**Run 1: zoomed window**

Window x 25 to 55, y 25 to 55 um. Cells in grey, sequential cells in the stronger grey; small squares are vias.
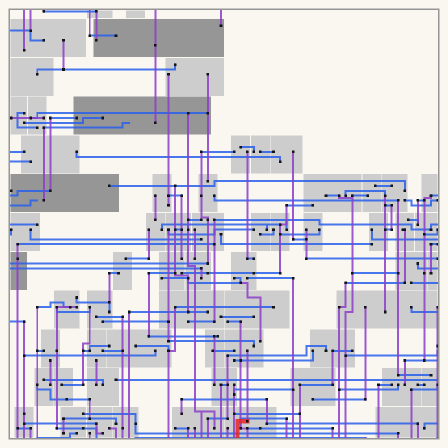
**Run 1: signal metal coverage by tile**

(3 px per um) The die is cut into 16 by 16 equal tiles; dark purple is low, yellow is high, scaled to the fullest tile. Values are wire area over tile area, all layers added.
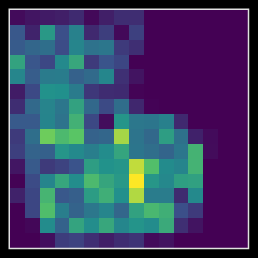
**Run 1: gate families picked out**

(4 px per um)
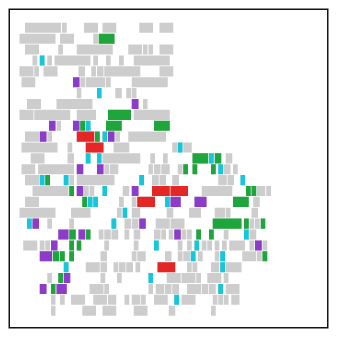
**Run 1: signal wires by layer**

(4 px per um) Only two layers are drawn.
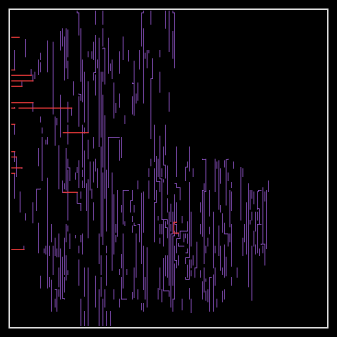
<file path="src/rtl/prio_encoder_rr.sv">
// rtl/prio_encoder_rr.sv - registered N-way priority encoder, fixed or round-robin, valid/ready on both sides
module prio_encoder_rr #(
  parameter int N = 8,
  parameter int W = 3
) (
  input  logic         clk,
  input  logic         rst_n,
  input  logic         mode,
  input  logic         in_valid,
  output logic         in_ready,
  input  logic [N-1:0] req,
  output logic         out_valid,
  input  logic         out_ready,
  output logic [W-1:0] out_idx,
  output logic [N-1:0] out_grant,
  output logic         out_zero,
  output logic         out_multi
);

  logic [W-1:0] ptr;
  logic [W-1:0] fix_idx;
  logic [W-1:0] rr_idx;
  logic [W-1:0] win_idx;
  logic         accept;
  logic         req_zero;
  logic         req_multi;

  assign in_ready  = !out_valid || out_ready;
  assign accept    = in_valid && in_ready;
  assign req_zero  = (req == '0);
  assign req_multi = |(req & (req - N'(1)));

  always_comb begin
    fix_idx = '0;
    for (int k = 0; k < N; k++) begin
      if (req[k]) fix_idx = W'(k);
    end
  end

  // Walk downward from ptr with wrap; the first set bit met wins.
  always_comb begin : rr_search
    logic [W-1:0] pos;
    logic         found;
    rr_idx = '0;
    found  = 1'b0;
    pos    = '0;
    for (int i = 0; i < N; i++) begin
      if (ptr >= W'(i)) pos = ptr - W'(i);
      else              pos = ptr + W'(N - i);
      if (!found && req[pos]) begin
        rr_idx = pos;
        found  = 1'b1;
      end
    end
  end

  assign win_idx = mode ? rr_idx : fix_idx;

  always_ff @(posedge clk or negedge rst_n) begin
    if (!rst_n) begin
      out_valid <= 1'b0;
      out_idx   <= '0;
      out_grant <= '0;
      out_zero  <= 1'b0;
      out_multi <= 1'b0;
    end else if (accept) begin
      out_valid <= 1'b1;
      out_zero  <= req_zero;
      out_multi <= req_multi;
      out_idx   <= req_zero ? '0 : win_idx;
      out_grant <= req_zero ? '0 : (N'(1) << win_idx);
    end else if (out_ready) begin
      out_valid <= 1'b0;
    end
  end

  // Only a real round-robin grant moves the pointer; zero requests and fixed mode leave it.
  always_ff @(posedge clk or negedge rst_n) begin
    if (!rst_n) begin
      ptr <= W'(N - 1);
    end else if (accept && mode && !req_zero) begin
      ptr <= (win_idx == '0) ? W'(N - 1) : win_idx - W'(1);
    end
  end

endmodule

</file>
<file path="config.mk">
export PLATFORM = sky130hd
export DESIGN_NAME = prio_encoder_rr
export DESIGN_NICKNAME = d
export VERILOG_FILES = /design/src/rtl/prio_encoder_rr.sv
export SDC_FILE = /design/constraint.sdc
export NUM_CORES = 1
export LEC_CHECK = 0
export ABC_AREA = 1
export CORE_MARGIN = 2
export CORE_UTILIZATION = 30
export DETAILED_ROUTE_END_ITERATION = 8
export HOLD_SLACK_MARGIN = 0.03
export PLACE_DENSITY = 0.58
export SYNTH_ARGS = -nofsm -noshare
export SYNTH_HDL_FRONTEND = slang
export SYNTH_SLANG_ARGS = --single-unit
</file>
<file path="constraint.sdc">
create_clock -name clk -period 5.3 [get_ports clk]
set_input_delay 1.59 -clock clk [delete_from_list [all_inputs] [get_ports clk]]
set_output_delay 1.59 -clock clk [all_outputs]
set_load 0.01 [all_outputs]
</file>
==> impl_metrics.tcl, run 1 <==
# yosys + openroad results
set metrics [dict create \
    result_of_the_run "completed" \
    timing.max_slew.rel_slack 0.487 \
    num-nonclk-buffers 27 \
    yosysTopAreaCell "sky130_fd_sc_hd__dfrtp_1" \
    fin_hold_ws_ns 0.482 \
    placement_rows 27 \
    clock_skew_ns 0.00267 \
    r2r_end "ptr[0]$_DFFE_PN1P_" \
    seq-power_uw 247 \
    topRoutingLayerUsed "met4" \
    timing_worst_slew_pin_value_ns 0.767 \
    core_area_um2 5470 \
    crit_cells 4 \
    floorplan.nets 277 \
    grt_max_degree 18 \
    final_design_area_no_fill_um2 2070 \
    dp_worst_setup_slack_ns 1.01 \
    pwr.group.clock_uw 98.2 \
    vias_in_the_first_global_route 1659 \
    area_leaders "sky130_fd_sc_hd__dfrtp_1 21%, sky130_fd_sc_hd__nand2_1 19%, sky130_fd_sc_hd__nand3_1 9.4%" \
    setup.worst_path.end_class "output pin" \
    buffer_ports.inserted 27 \
    power.density_cell_area_nw_per_um2 735 \
    fmax_mhz 233 \
    p_sw_frac 0.565 \
    power.ir.vdd_worst_mv 0.241 \
    path_common_cell "sky130_fd_sc_hd__clkdlybuf4s50_1" \
    drt-met1-wl_um 2130 \
    tap-cell-count 72 \
    grt_util_met1 0.195 \
    hold_path.class "reg -> reg" \
    route.met2.wl_um 2010 \
    netlist_logic_family_top "simple AND/OR/NAND/NOR gates" \
    antenna-diode-count 0 \
    synth-edff-count 0 \
    power.leakage_nw 1.02 \
    htree_num_levels 1 \
    critPathTopFamily "buffers and inverters" \
    register_area_um2 429 \
    numSynthFlops 17 \
]
## Picture notes: 'zoomed window'
metal 3 -> red
metal 2 -> purple
metal 1 -> blue
netlist names of flops here include = ptr (2), out_grant (1)
most frequent = nand3_1 (10), nand2_1 (10), inv_1 (5)
sequential cells in the window = 3
cells with their middle in the window = 58

## Picture notes: 'signal metal coverage by tile'
mean over tiles = 0.10
fullest tile = 0.43
densest ninth of the die = bottom centre
tiles over half the peak = 16%
nearly empty tiles = 33%

## Picture notes: 'gate families picked out'
aoi and oai cells -> purple  # cells 23, most used o21ai_0
fa/ha/maj cells -> red  # cells 6, most used ha_1, where centre
inv cells -> cyan  # cells 30, most used inv_1
nor cells -> green  # cells 32, most used nor2_1
most common library cell in the layout ignoring fill and taps: sky130_fd_sc_hd__nand2_1
filler-free cell count of the finished design: 356
multi-input gate share of total cell area: 0.542

## Picture notes: 'signal wires by layer'
metal 2 -> purple  # wire length 2010 um
metal 3 -> red  # wire length 57.2 um

**Run 1: placement view**

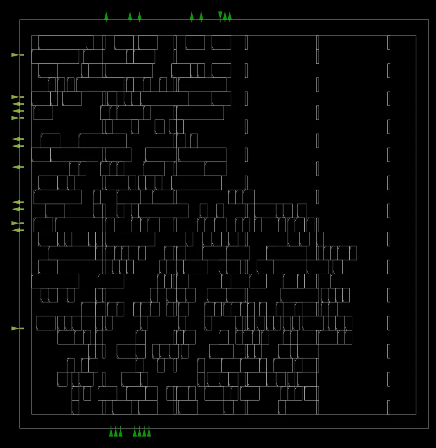

==> run 2, diff against run 1 <==
- PLACE_DENSITY: 0.58 -> 0.6
- clock period: 5.3 -> 3.5 ns (I/O delays scaled with it)
**Run 2: placement view**

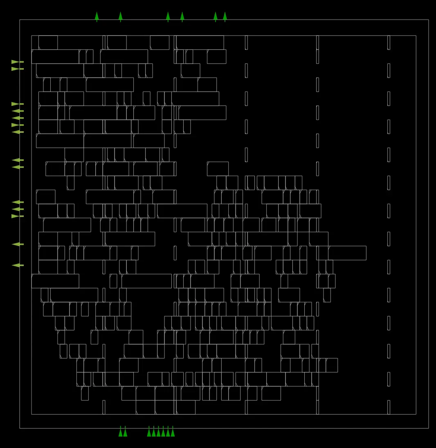
tapcells inserted: 72
number of rows in the core area: 27

==> impl_metrics.tcl, run 2 <==
# yosys + openroad results
set metrics [dict create \
    result_of_the_run "completed" \
    yosysTopAreaCell "sky130_fd_sc_hd__dfrtp_1" \
    power.density_cell_area_nw_per_um2 1090 \
    synthTopCellsByCount "85 x sky130_fd_sc_hd__nand2_1, 32 x sky130_fd_sc_hd__nand3_1, 22 x sky130_fd_sc_hd__inv_1, 22 x sky130_fd_sc_hd__nor2_1, 14 x sky130_fd_sc_hd__dfrtp_1" \
    power.leakage_nw 1.08 \
    register_area_um2 429 \
    seq-power_uw 371 \
    lay_top_count "sky130_fd_sc_hd__nand2_1" \
    fmax_mhz 312 \
    setup.worst_path.end "in_ready" \
    cp-start-kind "input port" \
    buffer_ports.inserted 27 \
    pwr.group.clock_uw 149 \
    p_sw_frac 0.552 \
    antenna-diode-count 0 \
    worst-endpoint-required_ns 2.45 \
    num-nonclk-buffers 39 \
    grt.busiest_layer "met2" \
    post-route-period-util 0.917 \
    synth_area_um2 1700 \
    post-route-drc-count 0 \
    number_of_buffers_added_by_the_clock_tree_synthesis_step 3 \
    synth-edff-count 0 \
    clock_pin_slew_worst_setup_and_hold_paths_ns 0.07 \
    synthFlopType "sky130_fd_sc_hd__dfrtp_1" \
    drt-met1-wl_um 2040 \
    cp_data_arrival_time_ns 2.16 \
    numSynthFlops 17 \
    final_design_area_no_fill_um2 2160 \
    fin_hold_ws_ns 0.481 \
    fraction_of_the_core_area_occupied_by_cells_at_floorplan 0.310 \
    clock_skew_ns 0.00614 \
    sh_seq_area 0.199 \
    boundaryPins 28 \
    timing_worst_slew_pin_value_ns 0.766 \
    grt_max_degree 18 \
    vias_in_the_first_global_route 1536 \
    htree_num_levels 1 \
    finalNonFillerCells 368 \
    power.ir.vdd_worst_mv 0.368 \
    route.met2.wl_um 1950 \
    combAreaFraction 0.519 \
    path_common_cell "sky130_fd_sc_hd__clkdlybuf4s50_1" \
    area_leaders "sky130_fd_sc_hd__dfrtp_1 21%, sky130_fd_sc_hd__nand2_1 19%, sky130_fd_sc_hd__nand3_1 9.4%" \
    floorplan.nets 277 \
    r2r_end "ptr[0]$_DFFE_PN1P_" \
    netlist_logic_family_top "simple AND/OR/NAND/NOR gates" \
    core_area_um2 5470 \
    cell_at_the_slowest_stage_of_the_critical_path "sky130_fd_sc_hd__clkdlybuf4s50_1" \
    ant_nets 0 \
    critPathTopFamily "buffers and inverters" \
    grt_util_met1 0.184 \
    timing.max_slew.rel_slack 0.488 \
    topRoutingLayerUsed "met4" \
    grt_use_met2 0.237 \
    slew_viol_final 0 \
    die-height_um 79.3 \
    setup.worst_path.end_class "output pin" \
    clock_insertion_delay_worst_skew_ns 0.26 \
    dp.final_hpwl_um 3360 \
    hold_path.class "reg -> reg" \
    path_max_fanout 3 \
    cts_tree "built" \
    dp_worst_setup_slack_ns 0.0831 \
    crit_cells 4 \
]
**Run 2: zoomed window**

Window x 25 to 55, y 25 to 55 um. Cells in grey, sequential cells in the stronger grey; small squares are vias.
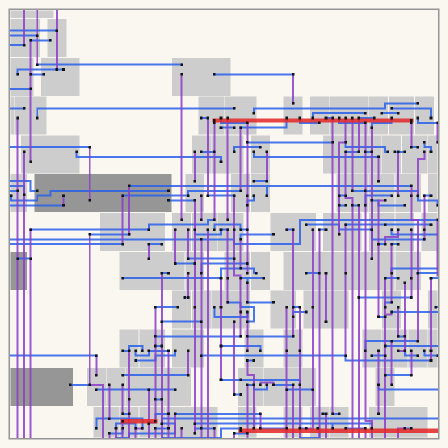

==> run 3, diff against run 2 <==
- GPL_TIMING_DRIVEN: default -> 0
**Run 3: zoomed window**

Window x 25 to 55, y 25 to 55 um. Cells in grey, sequential cells in the stronger grey; small squares are vias.
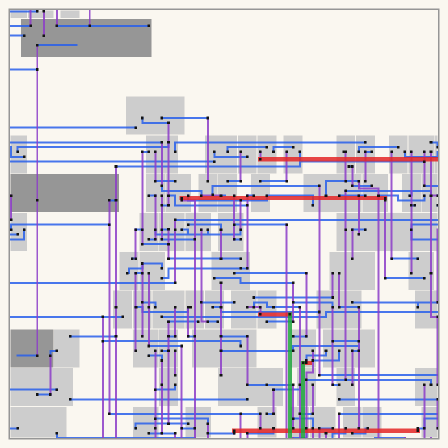
metal 2 -> purple
metal 4 -> green
metal 3 -> red
metal 1 -> blue
sequential cells in the window = 2
netlist names of flops here include = out_idx (1), ptr (1)
cells with their middle in the window = 62
most frequent = nand2_1 (15), nand3_1 (10), inv_1 (6)

==> impl_metrics.tcl, run 3 <==
# yosys + openroad results
set metrics [dict create \
    slew_viol_final 0 \
    hold_path.class "reg -> reg" \
    final_period_minus_worst_setup_slack_ns 3.24 \
    drt_pass1_iterations 4 \
    synth.most_common_cell "sky130_fd_sc_hd__nand2_1" \
    die-height_um 79.3 \
    grt.busiest_layer "met2" \
    cp_cell_sequence "clkdlybuf4s50_1, nand2_1, nand3_1, nand2_1, o21ai_0, nand2_1, nand2_1, nand2_1, nand2_1, inv_1, nand2_1, nor2_1, nand4_1, nand2_2, inv_1, nor2_1, ha_1, inv_1, nand2_1, o21ai_1, inv_1" \
    area_leaders "sky130_fd_sc_hd__dfrtp_1 21%, sky130_fd_sc_hd__nand2_1 19%, sky130_fd_sc_hd__nand3_1 9.4%" \
    setup-violations-final 0 \
    ys_seq_share 0.253 \
    clkbuf_count 4 \
    final_design_area_no_fill_um2 2110 \
    finalNonFillerCells 360 \
    post-route-period-util 0.926 \
    largest_register_ff_count 8 \
    dp_worst_setup_slack_ns -0.0821 \
    synth_area_um2 1700 \
    grt_util_met1 0.197 \
    cts_buffer_depth 2 \
    boundaryPins 28 \
    netlist_logic_family_top "simple AND/OR/NAND/NOR gates" \
    clock_skew_ns 0.00290 \
    grt_overflow_total 0 \
    setup.worst_path.end_class "register" \
    tap-cell-count 72 \
    floorplan.nets 277 \
    clk_root_buffer_cell "sky130_fd_sc_hd__clkbuf_8" \
    global_route.usage.met3 0.0125 \
    synth-edff-count 0 \
    synthFlopType "sky130_fd_sc_hd__dfrtp_1" \
    clock_insertion_delay_worst_skew_ns 0.25 \
    fin_hold_ws_ns 0.481 \
    crit_cells 21 \
    sh_seq_area 0.203 \
    num-nonclk-buffers 31 \
    power.leakage_nw 1.09 \
    htree_num_levels 1 \
    r2r_end "ptr[0]$_DFFE_PN1P_" \
    core_area_um2 5470 \
    antenna-diode-count 0 \
    timing_worst_slew_pin_value_ns 0.746 \
    yosysTopAreaCell "sky130_fd_sc_hd__dfrtp_1" \
    topRoutingLayerUsed "met4" \
    pwr.group.clock_uw 145 \
    power.density_cell_area_nw_per_um2 1110 \
    combAreaFraction 0.531 \
    ant_nets 0 \
    clock_pin_slew_worst_setup_and_hold_paths_ns 0.06 \
    fp.dieArea_um2 6280 \
    dp.final_hpwl_um 3380 \
    timing.max_slew.rel_slack 0.501 \
    ys_sh_xor 0 \
    path_max_fanout 7 \
    drt-met1-wl_um 2110 \
    buffer_ports.inserted 26 \
    grt_max_degree 18 \
    startpoint "req[0]" \
    register_area_um2 429 \
    p_sw_frac 0.559 \
    path_common_cell "sky130_fd_sc_hd__nand2_1" \
    grt_use_met2 0.243 \
    fmax_mhz 308 \
    worst-endpoint-required_ns 3.69 \
    number_of_buffers_added_by_the_clock_tree_synthesis_step 3 \
    cp-start-kind "input port" \
    lay_top_count "sky130_fd_sc_hd__nand2_1" \
    fraction_of_the_core_area_occupied_by_cells_at_floorplan 0.310 \
    synthTopCellsByCount "85 x sky130_fd_sc_hd__nand2_1, 32 x sky130_fd_sc_hd__nand3_1, 22 x sky130_fd_sc_hd__inv_1, 22 x sky130_fd_sc_hd__nor2_1, 14 x sky130_fd_sc_hd__dfrtp_1" \
    route.met2.wl_um 1920 \
    finalPower_mw 2.33 \
    result_of_the_run "completed" \
    placement_rows 27 \
    cts_tree "built" \
    post-route-drc-count 0 \
    setup.worst_path.end "ptr[0]$_DFFE_PN1P_" \
    numSynthFlops 17 \
    cp_data_arrival_time_ns 3.43 \
    critPathTopFamily "simple AND/OR/NAND/NOR gates" \
]
